<file path="src/rtl/apb_slave_regfile.sv">
// apb_slave_regfile: APB register file with DEPTH registers of DATA_W bits.
// The response is registered. WAIT_CYCLES wait states are inserted per transfer.
// Accesses that are out of range or misaligned get PSLVERR.
// Optional feature: define APB_SLV_PSTRB_EN to add the PSTRB byte-lane write strobes.
module apb_slave_regfile #(
  parameter int ADDR_W      = 32,
  parameter int DATA_W      = 32,
  parameter int DEPTH       = 16,
  parameter int WAIT_CYCLES = 0
) (
  input  logic                PCLK,
  input  logic                PRESET,
  input  logic                PSEL,
  input  logic                PENABLE,
  input  logic                PWRITE,
  input  logic [ADDR_W-1:0]   PADDR,
  input  logic [DATA_W-1:0]   PWDATA,
`ifdef APB_SLV_PSTRB_EN
  input  logic [DATA_W/8-1:0] PSTRB,
`endif
  output logic [DATA_W-1:0]   PRDATA,
  output logic                PREADY,
  output logic                PSLVERR
);

  localparam int NBYTES = DATA_W / 8;
  localparam int OFF_W  = $clog2(NBYTES);
  localparam int IDX_W  = $clog2(DEPTH);
  // Only the word-index bits may be set in a legal address.
  // This catches both out-of-range and misaligned addresses.
  // With DATA_W=8 there are no offset bits, so there is no alignment check.
  localparam logic [ADDR_W-1:0] IDX_MASK = ADDR_W'((DEPTH - 1) << OFF_W);

  typedef enum logic [1:0] {IDLE, WAIT, DONE} state_t;

  state_t              state_reg, state_next;
  logic [3:0]          cnt_reg, cnt_next;
  logic [ADDR_W-1:0]   addr_reg;
  logic                write_reg;
  logic [DATA_W-1:0]   wdata_reg;
  logic [NBYTES-1:0]   strb_reg;
  logic [NBYTES-1:0]   strb_in;
  logic [DATA_W-1:0]   mem_reg [DEPTH];

  logic [DATA_W-1:0]   prdata_reg;
  logic                pready_reg;
  logic                pslverr_reg;

  logic                setup;
  logic                capture;
  logic [ADDR_W-1:0]   addr_src;
  logic                write_src;
  logic [IDX_W-1:0]    idx_src;
  logic                err_src;
  logic                done_next;
  logic                wr_en;
  logic [NBYTES-1:0]   lane_we;

`ifdef APB_SLV_PSTRB_EN
  assign strb_in = PSTRB;
`else
  assign strb_in = '1;
`endif

  assign setup   = PSEL && !PENABLE;
  assign capture = (state_reg == IDLE) && setup;

  // With zero wait states, DONE is entered on the setup edge itself.
  // The address is therefore taken live from the bus in IDLE and from the latched copy afterwards.
  assign addr_src  = (state_reg == IDLE) ? PADDR  : addr_reg;
  assign write_src = (state_reg == IDLE) ? PWRITE : write_reg;
  assign idx_src   = addr_src[OFF_W +: IDX_W];
  assign err_src   = |(addr_src & ~IDX_MASK);
  assign done_next = (state_next == DONE);

  // The write commits on the edge that ends the PREADY cycle, and only if the master still holds the access phase.
  assign wr_en = (state_reg == DONE) && PSEL && PENABLE && write_reg && !err_src;

  generate
    for (genvar gi = 0; gi < NBYTES; gi++) begin : g_lane
      assign lane_we[gi] = wr_en & strb_reg[gi];
    end
  endgenerate

  // State and wait counter register
  always_ff @(posedge PCLK or posedge PRESET) begin
    if (PRESET) begin
      state_reg <= IDLE;
      cnt_reg   <= '0;
    end else begin
      state_reg <= state_next;
      cnt_reg   <= cnt_next;
    end
  end

  // Next-state logic: setup, then wait states, then a single DONE cycle; dropping PSEL aborts the transfer
  always_comb begin
    state_next = state_reg;
    cnt_next   = cnt_reg;
    case (state_reg)
      IDLE: begin
        if (setup) begin
          if (WAIT_CYCLES == 0) begin
            state_next = DONE;
          end else begin
            state_next = WAIT;
            cnt_next   = 4'(WAIT_CYCLES);
          end
        end
      end
      WAIT: begin
        if (!PSEL) begin
          state_next = IDLE;
          cnt_next   = '0;
        end else begin
          cnt_next = cnt_reg - 4'd1;
          if (cnt_reg == 4'd1) state_next = DONE;
        end
      end
      DONE: begin
        state_next = IDLE;
        cnt_next   = '0;
      end
      default: begin
        state_next = IDLE;
        cnt_next   = '0;
      end
    endcase
  end

  // Latch the transfer attributes during the setup cycle
  always_ff @(posedge PCLK or posedge PRESET) begin
    if (PRESET) begin
      addr_reg  <= '0;
      write_reg <= 1'b0;
      wdata_reg <= '0;
      strb_reg  <= '0;
    end else if (capture) begin
      addr_reg  <= PADDR;
      write_reg <= PWRITE;
      wdata_reg <= PWDATA;
      strb_reg  <= strb_in;
    end
  end

  // Register array: cleared by reset, written one byte lane at a time
  always_ff @(posedge PCLK or posedge PRESET) begin
    if (PRESET) begin
      for (int i = 0; i < DEPTH; i++) mem_reg[i] <= '0;
    end else begin
      for (int b = 0; b < NBYTES; b++) begin
        if (lane_we[b]) mem_reg[idx_src][8*b +: 8] <= wdata_reg[8*b +: 8];
      end
    end
  end

  // Registered response: valid only during the cycle spent in DONE
  always_ff @(posedge PCLK or posedge PRESET) begin
    if (PRESET) begin
      pready_reg  <= 1'b0;
      pslverr_reg <= 1'b0;
      prdata_reg  <= '0;
    end else begin
      pready_reg  <= done_next;
      pslverr_reg <= done_next && err_src;
      prdata_reg  <= (done_next && !write_src && !err_src) ? mem_reg[idx_src] : '0;
    end
  end

  assign PREADY  = pready_reg;
  assign PSLVERR = pslverr_reg;
  assign PRDATA  = prdata_reg;

endmodule

</file>
<file path="config.mk">
export PLATFORM = sky130hd
export DESIGN_NAME = apb_slave_regfile
export DESIGN_NICKNAME = d
export VERILOG_FILES = /design/src/rtl/apb_slave_regfile.sv
export SDC_FILE = /design/constraint.sdc
export NUM_CORES = 1
export LEC_CHECK = 0
export CELL_PAD_IN_SITES_DETAIL_PLACEMENT = 0
export CELL_PAD_IN_SITES_GLOBAL_PLACEMENT = 1
export CORE_ASPECT_RATIO = 1.1
export CORE_UTILIZATION = 46
export CTS_CLUSTER_DIAMETER = 150
export DETAILED_ROUTE_END_ITERATION = 7
export PLACE_DENSITY_LB_ADDON = 0.1
export RECOVER_POWER = 25
export SLEW_MARGIN = 20
export SYNTH_ARGS = -nofsm -noshare
export SYNTH_HDL_FRONTEND = slang
export SYNTH_SLANG_ARGS = --single-unit
export TNS_END_PERCENT = 30
</file>
<file path="constraint.sdc">
create_clock -name PCLK -period 18.9 [get_ports PCLK]
set_input_delay 1.89 -clock PCLK [delete_from_list [all_inputs] [get_ports PCLK]]
set_output_delay 1.89 -clock PCLK [all_outputs]
set_load 0.01 [all_outputs]
</file>
==> images/layer_met1.png <==
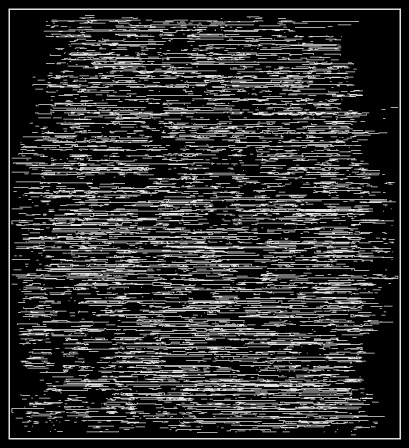
share of all routed wire	46%
main direction	horizontal
longest straight run	75.9 um

==> images/layer_met2.png <==
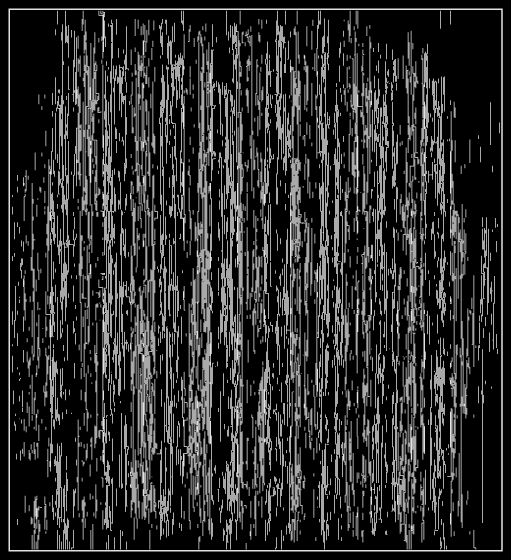
share of all routed wire	48%
main direction	vertical
longest straight run	94.2 um
wire length on this layer	32.4 mm
nets with wire on the layer	1816
met2 Track Usage GR: 0.392
DRT Wirelength: 66800 um
via count: 16400

==> flow_summary.toml <==
# generated from flow reports
[outcome]
status = "finished with violations"
violations = "max-capacitance violations, max-slew violations"

[power_and_ir_drop]
p_leak_nw = 14.5
clockPowerShare = 0.449
p_switching_mw = 0.742
power.density_mw_per_mm2 = 99.2
pwr-share-comb = 0.073
p_int_mw = 2.23
p_sw_frac = 0.250
p_seq_frac = 0.477
vdd_drop_max_mv = 0.0655
p_total_mw = 2.97

[sta]
setup_slack_ns = 10.65
rsz0062_at_grt = "no"
finalSetupViolations = 0
finalMaxSlewViolations = 262
fin_crit_sh = 0.437
worst_pin_slew_ns = 3.84
finalHoldViolations = 0
setup_tns_ns = 0
max_freq_ghz = 0.121
period_minus_slack_ns = 8.25
fin_skew_ns = 0.0185
slew_headroom = -1.56

[drt]
met3WireLength_um = 2280
vias_per_cell = 5.94
dr.pass1.iters = 5
wl_met2_um = 32400
drtAntennaViolNets = 0
drtIter0Drc = 1009
top_layer_used = "met4"
met1_length_um = 30600
routedWlPerCell_um = 24.3
post-route-drc-count = 0

[global_routing]
grt_max_degree = 179
grtUsageMet3 = 0.0341
grt_pass1_vias = 17800
use_met1 = 0.324
grt_pass1_wl_um = 106000
gr-total-overflow = 0
top_usage_layer = "met2"
grtUsageTotal = 0.238
antenna_found_initial = 0

[placed_design]
dpl.hpwl_um = 35700
gp_congestion = 0.740
dp_worst_setup_slack_ns = 13.40
io_buffer_count = 102

[setup_path]
path_common_cell = "clkbuf_1"
path_buffers = 5
required_ns = 19.46
cp_slowest_stage_delay_ns = 2.68
startpoint_type = "input port"
crit_type = "input port to asynchronous set/reset pin"
cp-end-kind = "asynchronous set/reset pin"
path_cells = "dlygate4sd3_1 -> clkinvlp_4 -> clkbuf_1 -> clkbuf_1 -> buf_12"
critPathMaxFanout = 176
slowest_stage = "clkbuf_1"
path_delay_family = "buffers and inverters"
cp.arrival_ns = 8.81

[clocking]
clk_pin_slew_ns = 0.06
clkLatencyLatePin_ns = 0.61
cts_tree = "built"
htreeDepth = 3
post_cts_buffers = 0
cts_hold_buf = 0
clkSinkCount = 618
cts_resized = 0
cts_root_buffer = "clkbuf_16"
cts_buffers = 68
cts_buffer_depth = 3

[flow_run]
tool_warnings = 33
drv_cap = 5

[synth]
synthArstFlopShare = 1.00
synth.cell_area_sq_mm = 0.0264
yosysTopAreaCell = "dfrtp_1"
topCellsByArea = "dfrtp_1 (59%), mux2_2 (15%), mux2_1 (9.9%)"
numSynthFlops = 618
synth_seq_share = 0.587
top_cell_area_share = 0.587
fp_nets = 1983
ff_type = "dfrtp_1"
synth_area_per_cell_sq_um = 13.8
synth_warnings = 0
ys_cells = 1912
yosysChipArea_sq_mm = 0.0264
netlist_instances = 1912
synth_cell_types = 49
edf_count = 0

[layout]
largest_reg_flops = 512
mostFrequentLayoutCells = "dfrtp_1 (618), mux2_2 (344), o22ai_1 (251), mux2_1 (232), o21ai_0 (130)"
fillers = 4841
final_common_cell = "dfrtp_1"
seq_area_sq_mm = 0.0155
diodes = 0
logic_area_sq_mm = 0.00993
nets = 2025
syn_to_final_growth_pct = 13.6
layout-drive-gt1-share = 0.256

[floorplanning]
chip_area_sq_mm = 0.0583
fp.dieH_um = 253
rows = 91
design.core.area_sq_mm = 0.0564
pin_count = 103
initCoreUtil = 0.468
die_w_um = 230

[min_path]
min_path_type = "register to register"
cell type report:
class	count	share of cell area
clock buffer	110	0.0709
clock inverter	14	0.00489
inverter	12	0.00163
multi-input combinational	1121	0.332
sequential	618	0.517
tap	744	0.0311
timing repair buffer	133	0.0435
kinds of logic after synthesis:
group           synth area share
compound gates            0.0933
fa+ha+maj               0.000949
buf+inv                   0.0382
flops                      0.587
mux                        0.246
simple gates              0.0346
per-stage QoR:
step                      hold slack (ns)   util  std cells  area, sq um
final                               0.478  0.531       2752        29900
after CTS                           0.476  0.532       2752        30000
after floorplan                     0.439      -       1912        26400
after global routing                0.494  0.531       2752        29900
after detailed placement            0.459  0.492       2628        27700
after global placement              0.462  0.491       2626        27700
power groups by stage:
stage | registers [mW] | clock network [mW] | logic [mW]
floorplan | 1.40 | 0 | 0.164
global placement | 1.44 | 0 | 0.219
detailed placement | 1.44 | 0 | 0.220
CTS | 1.42 | 1.37 | 0.221
global route | 1.42 | 1.42 | 0.239
finish | 1.42 | 1.33 | 0.218
cell usage after synthesis (5+ instances only):
cell,instances
o22ai_1,251
buf_12,9
nor2_1,32
buf_6,13
clkbuf_1,60
buf_1,42
inv_1,12
buf_4,27
nor2_4,13
buf_2,10
nand4_1,35
nand2_1,10
nor4_1,12
mux2_1,232
o21ai_0,130
mux2_2,344
nand3b_1,5
dfrtp_1,618
nand2b_1,5
final timing paths:
path / start / to / slack, ns / depth (start not counted)
max reg2reg: state_reg[1] / wdata_reg[16] / 13.86 / 5
max in group PCLK: PSEL / wdata_reg[16] / 12.84 / 5
min: strb_reg[0] / strb_reg[0] / 0.48 / 1
min reg2reg: strb_reg[0] / strb_reg[0] / 0.48 / 1
min in group asynchronous: PRESET / mem_reg[429] / 3.28 / 3
max: PRESET / mem_reg[442] / 10.65 / 5
Power is estimated from default activity; no workload was simulated.
